<file path="src/rtl/xornand_seq_if.sv">
// Request/response handshake bundle for xornand_seq: operands in, result and carry out.
interface xornand_seq_if #(
  parameter int WIDTH = 8
);
  logic             in_valid;
  logic             in_ready;
  logic [1:0]       op;
  logic [WIDTH-1:0] a;
  logic [WIDTH-1:0] b;
  logic             out_valid;
  logic             out_ready;
  logic [WIDTH-1:0] result;
  logic             carry_out;

  modport master (
    output in_valid, op, a, b, out_ready,
    input  in_ready, out_valid, result, carry_out
  );

  modport slave (
    input  in_valid, op, a, b, out_ready,
    output in_ready, out_valid, result, carry_out
  );
endinterface

</file>
<file path="src/rtl/xornand_seq.sv">
// Bit-serial XOR/NAND/AND sequencer (ADD when XORNAND_SEQ_ADD_EN is defined), LSB first, one bit per clk.
// out_valid rises WIDTH+1 clks after accept; result held in DONE until out_ready; in_ready only in IDLE.
module xornand_seq #(
  parameter int WIDTH = 8
) (
  input  logic          clk,
  input  logic          rst,
  xornand_seq_if.slave  bus
);

  localparam int CNT_W = (WIDTH > 2) ? $clog2(WIDTH) : 1;
  localparam logic [CNT_W-1:0] LAST_BIT = CNT_W'(WIDTH - 1);

  localparam logic [1:0] OP_XOR  = 2'b00;
  localparam logic [1:0] OP_NAND = 2'b01;
  localparam logic [1:0] OP_ADD  = 2'b10;
  localparam logic [1:0] OP_AND  = 2'b11;

  typedef enum logic [1:0] {
    S_IDLE,
    S_RUN,
    S_DONE
  } state_t;

  state_t           r_state;
  logic [WIDTH-1:0] r_a_sr;
  logic [WIDTH-1:0] r_b_sr;
  logic [WIDTH-2:0] r_res_sr;
  logic [1:0]       r_op;
  logic [CNT_W-1:0] r_cnt;
  logic             r_out_valid;
  logic [WIDTH-1:0] r_result;

  // Shared slice on the current operand bits.
  logic             w_q1;
  logic             w_n1;
  logic             w_bit;
  logic [WIDTH-1:0] w_res_full;

  assign w_q1 = r_a_sr[0] ^ r_b_sr[0];
  assign w_n1 = ~(r_a_sr[0] & r_b_sr[0]);

`ifdef XORNAND_SEQ_ADD_EN
  logic r_cy;
  logic r_carry_out;
  logic w_q2;
  logic w_n2;
  logic w_cout;

  // Second slice folds carry-in; carry-out is NAND of both slices' NAND outputs.
  assign w_q2   = w_q1 ^ r_cy;
  assign w_n2   = ~(w_q1 & r_cy);
  assign w_cout = ~(w_n1 & w_n2);
`endif

  always_comb begin
    w_bit = w_q1;
    case (r_op)
      OP_XOR:  w_bit = w_q1;
      OP_NAND: w_bit = w_n1;
      OP_AND:  w_bit = ~w_n1;
`ifdef XORNAND_SEQ_ADD_EN
      OP_ADD:  w_bit = w_q2;
`else
      OP_ADD:  w_bit = w_q1;
`endif
      default: w_bit = w_q1;
    endcase
  end

  // Earliest result bit ends up at bit 0 once WIDTH bits have entered from the top.
  assign w_res_full = {w_bit, r_res_sr};

  always_ff @(posedge clk) begin
    if (rst) begin
      r_state     <= S_IDLE;
      r_a_sr      <= '0;
      r_b_sr      <= '0;
      r_res_sr    <= '0;
      r_op        <= OP_XOR;
      r_cnt       <= '0;
      r_out_valid <= 1'b0;
      r_result    <= '0;
`ifdef XORNAND_SEQ_ADD_EN
      r_cy        <= 1'b0;
      r_carry_out <= 1'b0;
`endif
    end else begin
      case (r_state)
        S_IDLE: begin
          if (bus.in_valid) begin
            r_a_sr  <= bus.a;
            r_b_sr  <= bus.b;
            r_op    <= bus.op;
            r_cnt   <= '0;
`ifdef XORNAND_SEQ_ADD_EN
            r_cy    <= 1'b0;
`endif
            r_state <= S_RUN;
          end
        end

        S_RUN: begin
          r_a_sr   <= r_a_sr >> 1;
          r_b_sr   <= r_b_sr >> 1;
          r_res_sr <= w_res_full[WIDTH-1:1];
          r_cnt    <= r_cnt + 1'b1;
`ifdef XORNAND_SEQ_ADD_EN
          r_cy     <= w_cout;
`endif
          if (r_cnt == LAST_BIT) begin
            r_result    <= w_res_full;
`ifdef XORNAND_SEQ_ADD_EN
            r_carry_out <= (r_op == OP_ADD) ? w_cout : 1'b0;
`endif
            r_out_valid <= 1'b1;
            r_state     <= S_DONE;
          end
        end

        S_DONE: begin
          if (bus.out_ready) begin
            r_out_valid <= 1'b0;
            r_state     <= S_IDLE;
          end
        end

        default: begin
          r_out_valid <= 1'b0;
          r_state     <= S_IDLE;
        end
      endcase
    end
  end

  assign bus.in_ready  = (r_state == S_IDLE) && !rst;
  assign bus.out_valid = r_out_valid;
  assign bus.result    = r_result;
`ifdef XORNAND_SEQ_ADD_EN
  assign bus.carry_out = r_carry_out;
`else
  assign bus.carry_out = 1'b0;
`endif

endmodule

</file>
<file path="src/flat_wrapper.sv">
// flat-port wrapper written by rule: the top's interface ports become plain ports
module xornand_seq_flat 
#(
  parameter int WIDTH = 8
)
  (clk, rst, bus_in_valid, bus_op, bus_a, bus_b, bus_out_ready, bus_in_ready, bus_out_valid, bus_result, bus_carry_out);
  xornand_seq_if #(.WIDTH(WIDTH)) bus_i ();
  input  logic clk;
  input  logic rst;
  input wire logic [$bits(bus_i.in_valid)-1:0] bus_in_valid;
  input wire logic [$bits(bus_i.op)-1:0] bus_op;
  input wire logic [$bits(bus_i.a)-1:0] bus_a;
  input wire logic [$bits(bus_i.b)-1:0] bus_b;
  input wire logic [$bits(bus_i.out_ready)-1:0] bus_out_ready;
  output wire logic [$bits(bus_i.in_ready)-1:0] bus_in_ready;
  output wire logic [$bits(bus_i.out_valid)-1:0] bus_out_valid;
  output wire logic [$bits(bus_i.result)-1:0] bus_result;
  output wire logic [$bits(bus_i.carry_out)-1:0] bus_carry_out;
  assign bus_i.in_valid = bus_in_valid;
  assign bus_i.op = bus_op;
  assign bus_i.a = bus_a;
  assign bus_i.b = bus_b;
  assign bus_i.out_ready = bus_out_ready;
  assign bus_in_ready = bus_i.in_ready;
  assign bus_out_valid = bus_i.out_valid;
  assign bus_result = bus_i.result;
  assign bus_carry_out = bus_i.carry_out;
  xornand_seq #(.WIDTH(WIDTH)) u_core (.clk(clk), .rst(rst), .bus(bus_i));
endmodule
</file>
<file path="config.mk">
export PLATFORM = sky130hd
export DESIGN_NAME = xornand_seq_flat
export DESIGN_NICKNAME = d
export VERILOG_FILES = /design/src/rtl/xornand_seq_if.sv /design/src/rtl/xornand_seq.sv /design/src/flat_wrapper.sv
export SDC_FILE = /design/constraint.sdc
export NUM_CORES = 1
export LEC_CHECK = 0
export CAP_MARGIN = 20
export CORE_UTILIZATION = 51
export CTS_CLUSTER_DIAMETER = 50
export DETAILED_ROUTE_END_ITERATION = 8
export GPL_TIMING_DRIVEN = 0
export PLACE_DENSITY_LB_ADDON = 0.15
export SETUP_SLACK_MARGIN = 0.4
export SYNTH_ARGS = -nofsm -noshare
export SYNTH_HDL_FRONTEND = slang
export SYNTH_SLANG_ARGS = --single-unit
</file>
<file path="constraint.sdc">
create_clock -name clk -period 1.88 [get_ports clk]
set_input_delay 0.282 -clock clk [delete_from_list [all_inputs] [get_ports clk]]
set_output_delay 0.282 -clock clk [all_outputs]
set_load 0.005 [all_outputs]
</file>
run_1/layers.png
Scale bar: 20 um.
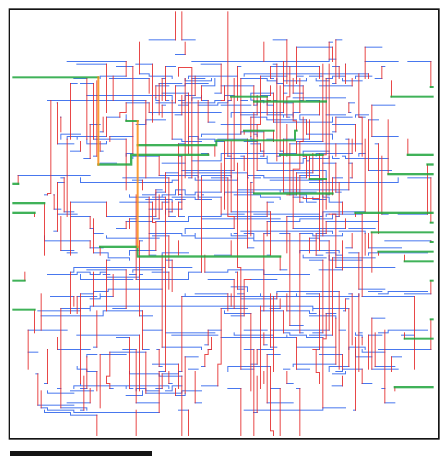
M2: marked red, wire length 1,600 um. M4: marked orange, wire length 29.9 um. M3: marked green, wire length 190 um. M1: marked blue, wire length 1,630 um.

run_1/clock_wires.png
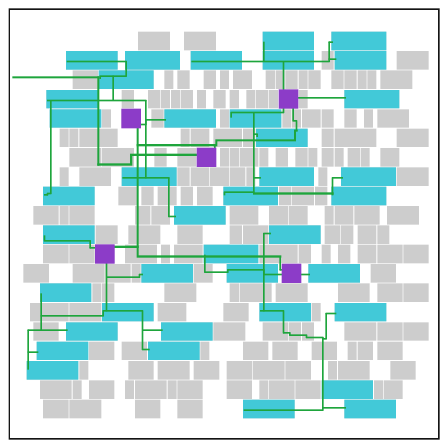
flip-flops: marked cyan, count 39. clock-net drivers: marked purple, count 5. clock wires: marked green, length 417 um.
There are 6 routed clock nets.

==> reports/results.tsv, run 1 <==
metric	value	unit
outcome	completed	
Pre-Place Util	0.551	
crit-path cells	ha_1 -> ha_1 -> buf_2 -> a21oi_1 -> a2bb2oi_1 -> nor2_1	
metal1 wirelength	1630	um
LEAKAGE	1.02	nW
top cells by area	dfxtp_1 (45%), mux2i_1 (10%), a211oi_2 (10%)	
largest net degree at the start of global routing	13	
Num CTS Buffers	5	
fin crit share	0.750	
Synthesized Nets	206	
DR pass1 iterations	4	
Power Density	682	nW/um2
Detail Placement HPWL	2370	um
drt via density	5.21	
Final setup viols	0	
Max-Cap Viols	0	
global-route wire length before repair	5790	um
met3 GRT Util	0.0758	
WP data arrival	1.64	ns
Post-Synthesis Cells	181	
ys flops	39	
crit path time final	1.41	ns
initial antenna violation count	0	
Top delay family on crit path	adder cells	
critical path type	flop to flop	
CTS Buffer Depth	2	
grt ovf	0	
Worst setup EP type	flop	
Crit Path Max Fanout	10	
Late-Pin Clk Latency	0.34	ns
Final ANT Viol Nets	0	
met1 GRT Util	0.260	
crit-path max cell delay	0.34	ns
CTS Sinks	39	
FMAX	709	MHz
gp weighted congestion	0.770	
RSZ-0062 raised after global routing	yes	
Post-route DRC	0	
most used cell, CP	ha_1	
die y size	60.1	um
run_1/placed.png
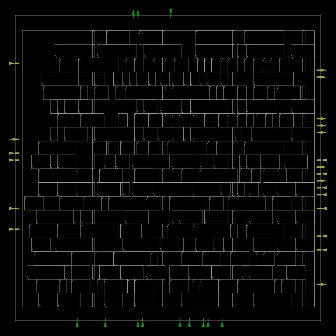
final cell utilization of the core: 0.722
Core ar.: 3130 um2
Core Rows: 20

run 1: cell type report:
| class | instances | area (um2) | area share |
|---|---|---|---|
| inverters | 1 | 3.75 | 0.00166 |
| plain buffers | 15 | 125 | 0.0554 |
| well taps | 44 | 55.1 | 0.0244 |
| clock inverters | 3 | 15.0 | 0.00664 |
| clock buffers | 5 | 37.5 | 0.0166 |
| flip-flops and latches | 39 | 793 | 0.351 |
| repair buffers | 38 | 378 | 0.167 |
| multi-input cells | 126 | 852 | 0.377 |
run 1: cells by family after synthesis:
group | share of synthesized area
compound gates | 0.192
mux | 0.105
fa+ha+maj | 0.0218
simple gates | 0.160
buf+inv | 0.0603
other cells | 0.00218
xor+xnor | 0.00508
flops | 0.453
run 1: Yosys cell counts (all sizes together):
library cell,number
ha,3
clkbuf,5
o21bai,1
nand3,7
nand2b,1
dfxtp,39
mux2i,18
a2bb2oi,1
nand3b,3
inv,1
o21ba,1
conb,1
o21ai,2
a22oi,2
nand2,20
nor3,4
a211oi,16
xnor2,1
nor3b,1
a21oi,18
nor2,23
nor2b,3
buf,10
run 1: flip-flops by register name, indices dropped and copies added, names as in the netlist:
register and flops:
u_core.r_cnt 3, u_core.bus.result 8, u_core.r_state 2, u_core.r_a_sr 8, u_core.bus.out_valid 1, u_core.r_b_sr 8, u_core.r_op 2, u_core.r_res_sr 7
run 1: cells in the final DEF (no fill, tap or decap), drive strengths merged:
| cell | count |
|---|---|
| dfxtp | 39 |
| nor2 | 23 |
| nand2 | 20 |
| clkdlybuf4s50 | 20 |
| buf | 20 |
| mux2i | 18 |
| a21oi | 18 |
| a211oi | 16 |
| dlymetal6s2s | 9 |
| clkbuf | 9 |
| nand3 | 7 |
| nor3 | 4 |
| nor2b | 3 |
| nand3b | 3 |
| ha | 3 |
| clkinv | 3 |
| a22oi | 2 |
| o21ai | 2 |
| o21bai | 1 |
| nor3b | 1 |
| nand2b | 1 |
| o21ba | 1 |
| a2bb2oi | 1 |
| xnor2 | 1 |
| inv | 1 |
| conb | 1 |
run 1: stage by stage:
stage | instance area (um2) | hold WS, ns | total power, W | std cells
floorplan | 1720 | 0.429 | 0.00107 | 181
global placement | 2080 | 0.444 | 0.00113 | 255
detailed placement | 2080 | 0.447 | 0.00114 | 255
CTS | 2180 | 0.310 | 0.00155 | 266
global route | 2260 | 0.333 | 0.00163 | 271
finish | 2260 | 0.319 | 0.00154 | 271
run 1: final timing paths:
check | end | slack (ns) | depth (start not counted) | start
setup / recovery | u_core.bus.out_valid | 0.47 | 6 | u_core.r_cnt[0]
hold / removal | u_core.r_cnt[1] | 0.32 | 2 | rst
setup reg to reg | u_core.bus.out_valid | 0.47 | 6 | u_core.r_cnt[0]
hold reg to reg | u_core.bus.result[3] | 0.46 | 2 | u_core.bus.result[3]
run 1: where the power goes:
part,total [W],switching [W],internal [W]
Combinational,0.000250,0.000118,0.000132
Sequential,0.000888,0.0000223,0.000865
Clock,0.000404,0.000265,0.000139
run 1: what timing repair did:
item / 4_1_cts / 5_1_grt
pin swaps: 1 / 1
endpoints found under the setup margin: 8 / 13
setup buffers: 3 / 5
gates resized: 17 / 19
hold buffers: 0 / 0
## Run 2: what changed since run 1
==> constraint.sdc (replaced) <==
create_clock -name clk -period 1.4 [get_ports clk]
set_input_delay 0.21 -clock clk [delete_from_list [all_inputs] [get_ports clk]]
set_output_delay 0.21 -clock clk [all_outputs]
set_load 0.005 [all_outputs]
==> run 2 against run 1 <==
Against the previous run:
- the run now ends with setup timing left
- critical endpoint unchanged
- core utilization rose by 21 points
- count of clock-buffer cells in the layout unchanged
- sequential cell count unchanged
- largest power group unchanged
- via count increased by 25%
- critical path depth up 1
==> reports/results.tsv, run 2 <==
metric	value	unit
outcome	finished, violations left	
failing checks	setup timing	
Pwr Total	0.00280	W
adder share	0.0218	
asr flop ratio synth	0	
FF+latch area	797	um2
Hold Buf Count CTS	0	
most frequent cells in the layout	dfxtp_1 (26), clkdlybuf4s50_1 (19), mux2i_1 (17), a211oi_2 (15)	
top cells by area	dfxtp_1 (45%), mux2i_1 (10%), a211oi_2 (10%)	
WL per Instance	23.2	um
area of the multi-input gates	1200	um2
hold slack	0.344	ns
most used cell, CP	buf_8	
top post-synthesis cells by count	dfxtp_1 (39), nor2_1 (23), nand2_1 (20)	
Post-Synthesis Cells	181	
Pre-Place Util	0.551	
distinct lib cells	28	
final non-filler cell total	289	
Synthesized Nets	206	
WL final	6710	um
RSZ-0062 raised after global routing	yes	
Mux area share	0.105	
drt via density	6.13	
Detail Placement HPWL	2590	um
Final ANT Viol Nets	0	
initial antenna violation count	0	
die y size	60.1	um
Post-route DRC	0	
grt ovf	0	
largest net degree at the start of global routing	14	
io pins	33	
Worst Hold Class	input port to flop	
CTS Buffer Depth	2	
crit path time final	1.50	ns
Crit Path Max Fanout	5	
Max VDD drop	0.837	mV
area fraction in compound gates	0.192	
Num CTS Buffers	5	
xor/xnor share	0.00508	
slowest stage cell, crit path	dfxtp_2	
reg2reg setup slack	-0.10	ns
vias in the first global route	1623	
most instantiated logic cell after routing	dfxtp_1	
Main synth FF type	dfxtp_1	
DR pass1 iterations	4	
Chip Area, Yosys	1720	um2
crit-path cells	buf_8 -> buf_8 -> buf_4 -> buf_8 -> a21oi_2 -> a2bb2oi_1 -> nor2_1	
Top delay family on crit path	buffers and inverters	
Power Density	955	nW/um2
Core ar.	3130	um2
LEAKAGE	1.12	nW
clock skew	0.0195	ns
WP data arrival	1.74	ns
global-route wire length before repair	7690	um
critical path type	flop to flop	
Max-Cap Viols	0	
Post-synth EDFFs	0	
Late-Pin Clk Latency	0.37	ns
Seq/Total Area, Yosys	0.453	
Core Rows	20	
CTS Sinks	39	
Final Instance Area	2930	um2
clock-pin slew on the worst setup and hold paths	0.14	ns
ys flops	39	
Top non-seq family	AND-OR/OR-AND gates	
gp weighted congestion	0.745	
setup ws final	-0.103	ns
Post-Synth Simple-Gate Area	0.160	
initial DRC count	170	
crit-path max cell delay	0.35	ns
Final setup viols	12	
Synth top cell by count	dfxtp_1	
FMAX	666	MHz
Worst setup EP type	flop	
dpl cell area	2210	um2
fin crit share	1.07	
dpl cells	255	
Tool Warnings	29	
Synth Area per Inst	9.52	um2
## run 2: cell count changes in the layout (fill, tap and decap cells not counted), moves of 5 or more
cell and delta:
nor2_1 -14, nor2_4 +14, a21oi_1 -13, a21oi_2 +13, dlymetal6s2s_1 -9, buf_6 +8
nand3_1 -7, nand2_1 -6, buf_2 +5, nand3_2 +5
## run 2: path summary, 6_finish.rpt
kind,start,to,cells after the start
worst max register to register,u_core.r_state[0],u_core.bus.out_valid,7
worst min-delay path,rst,u_core.r_res_sr[4],2
worst min register to register,u_core.bus.result[4],u_core.bus.result[4],2
worst max-delay path,u_core.r_state[0],u_core.bus.out_valid,7
## run 2: area by class of cell
type / instances / area share
multi-input cells: 126 / 0.410
inverters: 1 / 0.00128
well taps: 44 / 0.0188
clock inverters: 3 / 0.0231
flip-flops and latches: 39 / 0.272
clock buffers: 5 / 0.0128
repair buffers: 56 / 0.199
plain buffers: 15 / 0.0633
## run 2: cell families (layout without fill, tap and decap cells)
kind of cell | Yosys count | count (layout)
muxes | 18 | 18
DFF | 39 | 39
buffers and inverters | 16 | 80
adders and majority gates | 3 | 3
AOI/OAI and AO/OA | 41 | 41
and+or+nand+nor | 62 | 62
xor gates and xnor gates | 1 | 1
other | 1 | 1
## run 2: repair_timing
item                                    4_1_cts  5_1_grt
gates cloned                                  5        0
endpoints found under the setup margin       49       49
pin swaps                                     9       16
gates resized                                89       53
setup buffers                                19        2
## run 2: routing by layer
metal | global-route usage | up-vias | part of all wire
li1 | - | 753 | -
met1 | 0.358 | 868 | 0.39
met2 | 0.504 | 108 | 0.49
met3 | 0.0584 | 42 | 0.061
met4 | 0.106 | 0 | 0.059
met5 | 0 | - | 0
## run 2: through the flow
step                      setup slack, ns   util
after floorplan                     0.177      -
after global placement             -0.160  0.706
after detailed placement           -0.206  0.706
after CTS                          0.0105  0.854
after global routing               -0.126  0.936
final                              -0.103  0.936
## run 2: where the power goes
group	internal (W)	leakage [nW]	switching, W
clock	0.000555	0.0514	0.000414
sequential	0.00116	0.325	0.0000631
combinational	0.000321	0.740	0.000280
total	0.00204	1.12	0.000756
## run 2: worst register-to-register path: cells and delay by family, from the launching register on
kind,cells,cell delay (ns)
buffers and inverters,4,0.52
AND-OR/OR-AND,2,0.43
flip-flops,1,0.35
AND/OR/NAND/NOR,1,0.08
run_2/port_trees.png
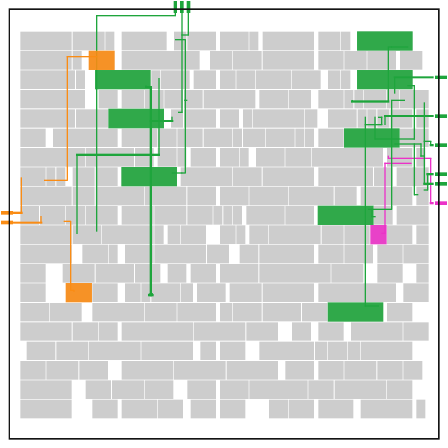
`bus_result`: marked green, bits 8, direction output, edge 5 east, 3 north, end cells 8, wire 283 um. `bus_out_ready`: marked magenta, bits 1, direction input, edge east, end cells 1, wire 26.8 um. `bus_op`: marked orange, bits 2, direction input, edge west, end cells 2, wire 46.8 um.

run_2/layers.png
Scale bar: 20 um.
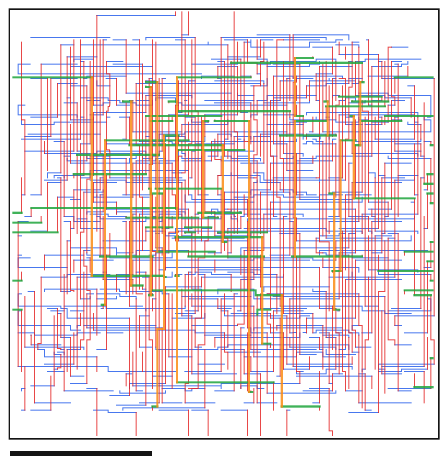
M4: marked orange, wire length 395 um. M3: marked green, wire length 411 um. M2: marked red, wire length 3,320 um. M1: marked blue, wire length 2,580 um.

run_2/clock_wires.png
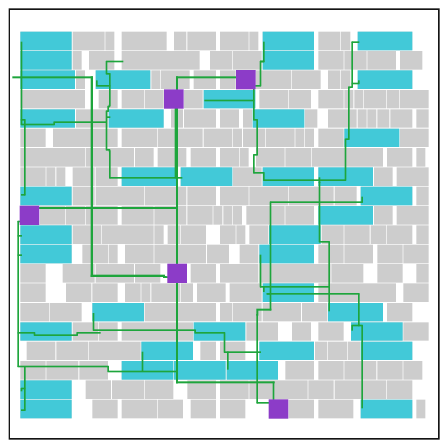
clock wires: marked green, length 504 um. flip-flops: marked cyan, count 39. clock-net drivers: marked purple, count 5.
There are 6 routed clock nets. Position of the flops: all over the die.

## Run 3: what changed since run 2
--- a/config.mk
+++ b/config.mk
@@ -6,9 +6,10 @@
 export NUM_CORES = 1
 export LEC_CHECK = 0
 export CAP_MARGIN = 20
-export CORE_UTILIZATION = 51
+export CORE_UTILIZATION = 61
 export CTS_CLUSTER_DIAMETER = 50
 export DETAILED_ROUTE_END_ITERATION = 8
+export DONT_BUFFER_PORTS = 1
 export GPL_TIMING_DRIVEN = 0
 export PLACE_DENSITY_LB_ADDON = 0.15
 export SETUP_SLACK_MARGIN = 0.4
run_3/placed.png
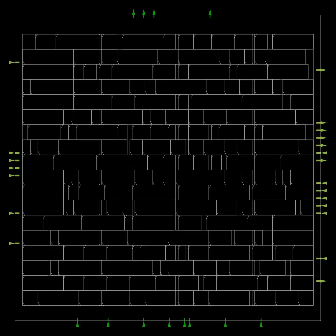
final cell utilization of the core: 0.965
final non-filler cell total: 239

run_3/pinout.png
Pins as bars across the die edge, other pins in gray.
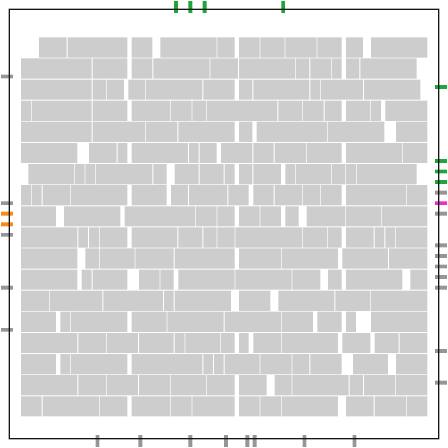
`bus_out_ready`: marked magenta, pins 1, direction input, edge east. `bus_op`: marked orange, pins 2, direction input, edge west. `bus_result`: marked green, pins 8, direction output, edge 4 east, 4 north.
All pins by edge: 14 east, 8 south, 7 west, 4 north.

==> run 3 against run 2 <==
Against the previous run:
- the flow now finishes without violations
- die size fell by 16%
- sequential power barely moved
- synthesized cell count did not move
- non-clock buffer count fell by 36
- final area fell by 15%
- register-to-register slack improved by 0.15 ns
- wire length fell by 1.3%
- power fell by 15%
- synthesized area did not move
- final cell count fell by 17%
- clock power fell by 31%
- core utilization rose by 3.0 points
- largest power group unchanged
- highest routed layer unchanged
==> reports/results.tsv, run 3 <==
metric	value	unit
CTS Buffer Depth	2	
critical path type	flop to flop	
Synthesized Nets	206	
die y size	55.1	um
outcome	completed	
fin crit share	0.966	
vias in the first global route	1468	
distinct lib cells	28	
Post-Synthesis Cells	181	
clock-pin slew on the worst setup and hold paths	0.12	ns
Chip Area, Yosys	1720	um2
Max-Cap Viols	0	
io pins	33	
initial DRC count	168	
most instantiated logic cell after routing	dfxtp_1	
crit path time final	1.35	ns
WL per Instance	27.7	um
Core ar.	2570	um2
gp weighted congestion	0.767	
Synth top cell by count	dfxtp_1	
LEAKAGE	0.882	nW
Post-synth EDFFs	0	
WP data arrival	1.65	ns
asr flop ratio synth	0	
Worst Hold Class	input port to flop	
grt ovf	0	
drt via density	7.01	
Seq/Total Area, Yosys	0.453	
largest net degree at the start of global routing	12	
initial antenna violation count	0	
hold slack	0.0115	ns
most frequent cells in the layout	dfxtp_1 (32), mux2i_1 (16), a211oi_2 (16), buf_4 (12), nor2_4 (11)	
DR pass1 iterations	4	
Num CTS Buffers	5	
Final ANT Viol Nets	0	
Final setup viols	0	
Detail Placement HPWL	2430	um
Late-Pin Clk Latency	0.37	ns
Worst setup EP type	flop	
Main synth FF type	dfxtp_1	
Synth Area per Inst	9.52	um2
WL final	6620	um
dpl cells	211	
Max VDD drop	1.33	mV
CTS Sinks	39	
Core Rows	18	
Tool Warnings	29	
run_3/clock_wires.png
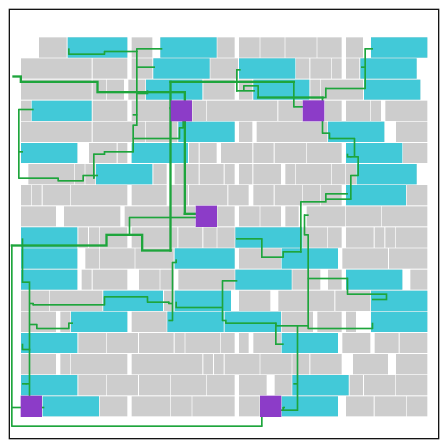
flip-flops: marked cyan, count 39. clock wires: marked green, length 480 um. clock-net drivers: marked purple, count 5.
Position of the flops: all over the die. There are 6 routed clock nets.

[run 3: area by class of cell]
cell class	count	area [um2]	share of cell area
plain buffers	15	186	0.0752
clock buffers	8	68.8	0.0278
inverters	1	3.75	0.00151
multi-input cells	126	1150	0.463
flip-flops and latches	39	792	0.320
well taps	30	37.5	0.0151
repair buffers	20	241	0.0974
[run 3: power by group]
part	leakage, nW	internal, W	switching (W)
clock network	0.0386	0.000295	0.000377
registers	0.322	0.00116	0.0000602
logic	0.521	0.000238	0.000244
total	0.882	0.00170	0.000681
[run 3: path summary, 6_finish.rpt]
kind                                           start                    to  slack, ns  depth (start not counted)
worst min register to register  u_core.bus.result[2]  u_core.bus.result[2]       0.48                          2
worst max register to register       u_core.r_cnt[0]  u_core.bus.result[3]       0.05                          6
worst min-delay path                       bus_op[1]        u_core.r_op[1]       0.01                          2
worst max-delay path                 u_core.r_cnt[0]  u_core.bus.result[3]       0.05                          6
[run 3: repair_timing]
action	CTS	global route
gates cloned	1	3
endpoints found under the hold margin	1	0
resized	42	33
setup buffers	13	2
hold buffers	1	0
pin swaps	11	16
setup endpoints to repair	40	42
[run 3: cells by family after synthesis]
family	synth area share
AND-OR/OR-AND	0.192
AND/OR/NAND/NOR	0.160
adder cells (fa/ha/maj)	0.0218
XOR/XNOR	0.00508
multiplexers	0.105
flip-flops	0.453
other	0.00218
buffers and inverters	0.0603
[run 3: worst max-delay path, stage by stage (launching register included)]
cell and delay, ns:
dfxtp_2 0.36, ha_4 0.16, ha_4 0.17, nand3b_1 0.16, buf_6 0.19, nand2_2 0.09
a21oi_2 0.16
[run 3: per-stage QoR]
stage               utilization  worst slack [ns]  area [um2]  total power, W
finish                    0.965            0.0470        2480         0.00238
floorplan                     -             0.177        1850         0.00147
detailed placement        0.736           -0.0413        1890         0.00152
CTS                       0.885             0.153        2270         0.00223
global placement          0.736            0.0128        1890         0.00150
global route              0.965            -0.147        2480         0.00243
[run 3: metal layers]
layer / routed length [um] / GRT usage / vias up
met1: 2350 / 0.369 / 775
met2: 3110 / 0.550 / 159
met4: 405 / 0.208 / 0
met3: 755 / 0.101 / 56
li1: - / - / 685
met5: 0 / 0 / -
Power and IR drop assume default switching activity.
